File: src/rtl/gem_spawner.sv
// gem_spawner: owns the live gem slots. Spawns at most one gem per frame at a
// pseudo-randomly chosen, unoccupied spawn point and retires gems on collection.
module gem_spawner #(
    parameter int          SLOTS          = 4,
    parameter int          POINTS         = 8,
    parameter logic [9:0]  SPAWN_X [POINTS] = '{64, 160, 256, 320, 400, 431, 500, 576},
    parameter logic [9:0]  SPAWN_Y [POINTS] = '{440, 400, 360, 440, 300, 431, 380, 440},
    parameter logic [7:0]  RESPAWN_FRAMES = 8'd120,
    parameter int          MAX_TRIES      = 4,
    parameter logic [15:0] LFSR_SEED      = 16'hACE1
) (
    input  logic                 Clk,
    input  logic                 Reset,
    input  logic                 frame_start,
    input  logic [SLOTS-1:0]     collect,
    output logic [SLOTS-1:0]     slot_valid,
    output logic [10*SLOTS-1:0]  slot_x,
    output logic [10*SLOTS-1:0]  slot_y,
    output logic                 spawn_done,
    output logic [7:0]           gem_total
);

    localparam int IDX_W  = (POINTS > 1) ? $clog2(POINTS) : 1;
    localparam int SLOT_W = (SLOTS > 1) ? $clog2(SLOTS) : 1;
    localparam int TRY_W  = $clog2(MAX_TRIES + 1);

    typedef enum logic [2:0] {IDLE, TICK, FIND, PICK, CHECK, COMMIT} state_t;

    state_t             state;
    logic [15:0]        lfsr;
    logic [7:0]         timer [SLOTS];
    logic [SLOT_W-1:0]  target;
    logic [IDX_W-1:0]   idx;
    logic [TRY_W-1:0]   tries;

    logic [SLOTS-1:0]   hit;
    logic [3:0]         hit_count;
    logic [8:0]         total_sum;
    logic               free_found;
    logic [SLOT_W-1:0]  free_slot;
    logic               collide;
    logic               lfsr_fb;

    assign lfsr_fb = lfsr[15] ^ lfsr[13] ^ lfsr[12] ^ lfsr[10];

    // Collections only count on live slots, so a held level is counted once.
    always_comb begin
        hit       = collect & slot_valid;
        hit_count = '0;
        for (int i = 0; i < SLOTS; i++)
            hit_count = hit_count + {3'b000, hit[i]};
        total_sum = {1'b0, gem_total} + {5'b00000, hit_count};
    end

    always_comb begin
        free_found = 1'b0;
        free_slot  = '0;
        for (int i = SLOTS - 1; i >= 0; i--) begin
            if (!slot_valid[i] && timer[i] == 8'd0) begin
                free_found = 1'b1;
                free_slot  = SLOT_W'(i);
            end
        end
    end

    always_comb begin
        collide = 1'b0;
        for (int i = 0; i < SLOTS; i++) begin
            if (slot_valid[i] && slot_x[10*i +: 10] == SPAWN_X[idx]
                              && slot_y[10*i +: 10] == SPAWN_Y[idx])
                collide = 1'b1;
        end
    end

    always_ff @(posedge Clk or negedge Reset) begin
        if (!Reset) begin
            state      <= IDLE;
            lfsr       <= LFSR_SEED;
            target     <= '0;
            idx        <= '0;
            tries      <= '0;
            slot_valid <= '0;
            slot_x     <= '0;
            slot_y     <= '0;
            spawn_done <= 1'b0;
            gem_total  <= '0;
            for (int i = 0; i < SLOTS; i++)
                timer[i] <= 8'd0;
        end else begin
            lfsr       <= {lfsr[14:0], lfsr_fb};
            spawn_done <= 1'b0;
            gem_total  <= total_sum[8] ? 8'd255 : total_sum[7:0];

            // A collected slot reloads its timer; the frame tick never wins over it.
            for (int i = 0; i < SLOTS; i++) begin
                if (hit[i]) begin
                    slot_valid[i] <= 1'b0;
                    timer[i]      <= RESPAWN_FRAMES;
                end else if (state == TICK && !slot_valid[i] && timer[i] != 8'd0) begin
                    timer[i] <= timer[i] - 8'd1;
                end
            end

            case (state)
                IDLE:   if (frame_start) state <= TICK;
                TICK:   state <= FIND;
                FIND: begin
                    tries  <= '0;
                    target <= free_slot;
                    state  <= free_found ? PICK : IDLE;
                end
                PICK: begin
                    idx   <= lfsr[IDX_W-1:0];
                    tries <= tries + 1'b1;
                    state <= CHECK;
                end
                CHECK: begin
                    if (!collide)
                        state <= COMMIT;
                    else if (tries == TRY_W'(MAX_TRIES))
                        state <= IDLE;
                    else
                        state <= PICK;
                end
                COMMIT: begin
                    slot_valid[target]       <= 1'b1;
                    slot_x[10*target +: 10]  <= SPAWN_X[idx];
                    slot_y[10*target +: 10]  <= SPAWN_Y[idx];
                    spawn_done               <= 1'b1;
                    state                    <= IDLE;
                end
                default: state <= IDLE;
            endcase
        end
    end

endmodule

File: config.mk
export PLATFORM = sky130hd
export DESIGN_NAME = gem_spawner
export DESIGN_NICKNAME = d
export VERILOG_FILES = /design/src/rtl/gem_spawner.sv
export SDC_FILE = /design/constraint.sdc
export NUM_CORES = 1
export LEC_CHECK = 0
export CORE_UTILIZATION = 50
export DETAILED_ROUTE_END_ITERATION = 6
export GPL_ROUTABILITY_DRIVEN = 0
export PLACE_DENSITY = 0.8
export SLEW_MARGIN = 15
export SYNTH_ARGS = -nofsm -noshare
export SYNTH_HDL_FRONTEND = slang
export SYNTH_SLANG_ARGS = --single-unit
File: constraint.sdc
create_clock -name Clk -period 8.2 [get_ports Clk]
set_input_delay 1.23 -clock Clk [delete_from_list [all_inputs] [get_ports Clk]]
set_output_delay 1.23 -clock Clk [all_outputs]
set_load 0.1 [all_outputs]
### PDN straps and rails

Pins as bars on the die edge.
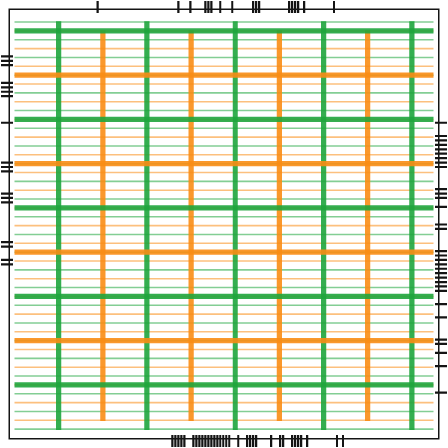
- VSS: green
- VDD: orange
- signal pins: 100
- met5 straps: 9
- met1 rails: 47
- rows: 46
- met4 straps: 9

### Clock wiring as the flow saved it

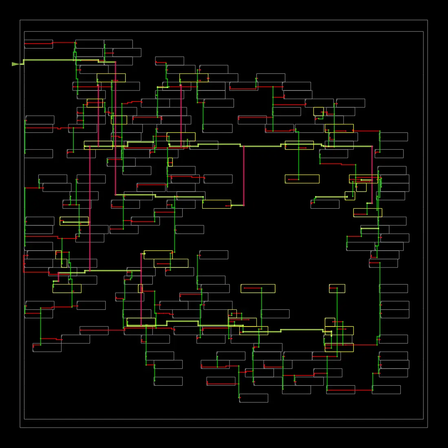
Latency at later pin: 0.44 ns
clock sinks: 152
clock buffers: 22

==> flow_summary.ini <==
; implementation run metrics
[drt]
drc = 0
vias_per_cell = 6.25
met2_length_um = 11000
wire_per_inst_um = 19.9
wl_met3_um = 2740
postRouteAntennaNets = 0
vias = 7667

[global_routing]
antenna_found_initial = 0
grt_max_degree = 80
grt_pass1_vias = 7103
grt_use_total_pct = 28.8

[layout]
regArea_sq_um = 3810
area_growth_pct = 20.9
layout.nets = 1026
combGateArea_sq_um = 4230
fillerInstances = 1353

[synth]
most_common_cell = dfrtp_1
edf_count = 0
syn_area_sq_um = 8390
yosysChipArea_sq_um = 8390
top_area_cell = dfrtp_1
ys_seq_share_pct = 45.4
yosys-top-cells-area = dfrtp_1 43%, nand2_1 5.4%, o21ai_0 4.4%, a22o_1 3.4%, xnor2_1 3.3%
syn_inst = 918

[clock_tree]
htree_num_levels = 4
cts_resized = 0
cts-hold-fix-buffers = 0

[setup_path]
worstPathRequired_ns = 8.51
crit_fanout = 20
startpoint_type = flip-flop

[final_timing]
slew_headroom_pct = 21.0
hold_violations = 0

[run_status]
status = finished clean

[floorplanning]
core_util_floorplan_pct = 52.1
ios = 100

[power]
p_switching_w = 0.000861
comb_power_share_pct = 25.5
sequentialPowerShare_pct = 40.8

[job]
cap_violations = 0
### Zoomed window

Region (8, 74) to (58, 124) um. Cells in gray, sequential cells in the stronger gray; small squares are vias.
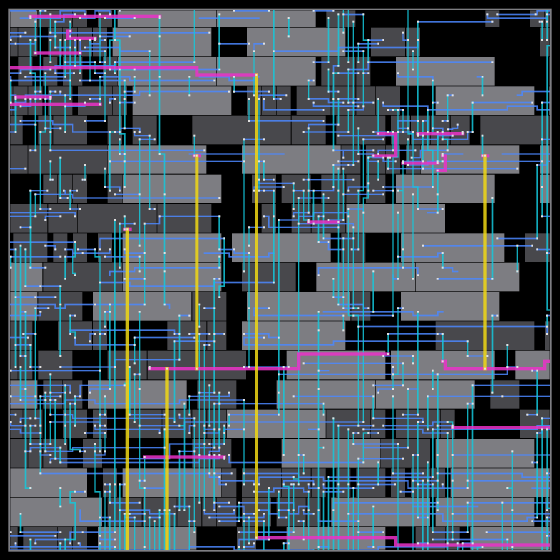
- metal 1: blue
- metal 3: magenta
- metal 2: cyan
- metal 4: yellow
- sequential cells in the window: 42
- cells with their middle in the window: 177
- netlist names of flops here include: `timer` (15), `lfsr` (11), `gem_total` (7)
- most frequent: dfrtp_1 (37), nand2_1 (27), nor2_1 (13)

kinds of logic (layout without fill, tap and decap cells):
group | Yosys count | in the layout | share of synthesized area, %
xor+xnor | 56 | 56 | 5.84
simple gates | 344 | 344 | 20.1
fa+ha+maj | 22 | 22 | 3.55
buf+inv | 88 | 180 | 4.13
flops | 152 | 152 | 45.4
mux | 16 | 16 | 2.01
compound gates | 240 | 240 | 18.9
flip-flops by register name, indices dropped and copies added (netlist names):
register,flops
tries,3
gem_total,8
slot_y,40
state,3
slot_valid,4
timer,32
idx,3
spawn_done,1
lfsr,16
slot_x,40
target,2
metrics by stage:
| step | cells | instance area (sq um) | hold WS (ns) | total power (W) | util [%] |
|---|---|---|---|---|---|
| final | 1226 | 10100 | 0.348 | 0.00243 | 62.9 |
| after global routing | 1226 | 10100 | 0.357 | 0.00253 | 62.9 |
| after CTS | 1226 | 10100 | 0.349 | 0.00244 | 62.9 |
| after detailed placement | 1194 | 9530 | 0.340 | 0.00162 | 59.1 |
| after global placement | 1194 | 9530 | 0.333 | 0.00160 | 59.1 |
| after floorplan | 918 | 8390 | 0.331 | 0.00146 | - |
cell usage in the layout (no fill, tap or decap), types with 9 or more instances in the layout:
| cell | count |
|---|---|
| dfrtp_1 | 144 |
| nand2_1 | 121 |
| clkdlybuf4s50_1 | 98 |
| o21ai_0 | 74 |
| nor2_1 | 69 |
| a21oi_1 | 44 |
| inv_1 | 37 |
| a22o_1 | 33 |
| xnor2_1 | 32 |
| nor3_1 | 31 |
| nand3_1 | 24 |
| xor2_1 | 24 |
| ha_1 | 19 |
| clkbuf_16 | 17 |
| nor4_1 | 12 |
| nand2b_1 | 11 |
| or3_1 | 11 |
| o31ai_1 | 10 |
| or4_1 | 9 |
| mux2i_1 | 9 |
| buf_4 | 9 |
metal layers:
metal | track usage, % | vias to the layer above
li1 | - | 3451
met2 | 43.4 | 497
met4 | 15.6 | 0
met3 | 8.37 | 104
met5 | 0 | -
met1 | 37.3 | 3615
path summary, 6_finish.rpt:
kind / endpoint / slack, ns / start
max in group asynchronous: slot_valid[0] / 5.99 / Reset
min: lfsr[5] / 0.35 / lfsr[4]
max: state[0] / 4.42 / idx[0]
min in group asynchronous: slot_y[12] / 0.82 / Reset
max reg2reg: state[0] / 4.42 / idx[0]
min reg2reg: lfsr[5] / 0.35 / lfsr[4]
critical path, cell delays in order (launching register included):
cell       delay, ns
dfrtp_1         0.87
clkinv_1        0.47
ha_1            0.77
nor2b_1         0.17
nor2_1          0.28
xnor2_1         0.10
a2111oi_0       0.37
o2111ai_1       0.23
nand4_1         0.26
a211oi_1        0.11
final cells by class:
type / instances / share of cell area, %
Clock buffer: 22 / 4.68
Tap cell: 216 / 2.66
Sequential cell: 152 / 37.6
Timing Repair Buffer: 108 / 10.4
Inverter: 40 / 1.48
Multi-Input combinational cell: 678 / 41.7
Clock inverter: 10 / 1.41
power by group through the flow:
stage,Clock [W],Sequential [W],Combinational [W]
2_1_floorplan,0,0.00117,0.000292
3_3_place_gp,0,0.000995,0.000606
3_5_place_dp,0,0.000999,0.000621
4_1_cts,0.000823,0.000990,0.000624
5_1_grt,0.000852,0.00101,0.000667
6_report,0.000817,0.000991,0.000619
Power is estimated from default activity; no workload was simulated.
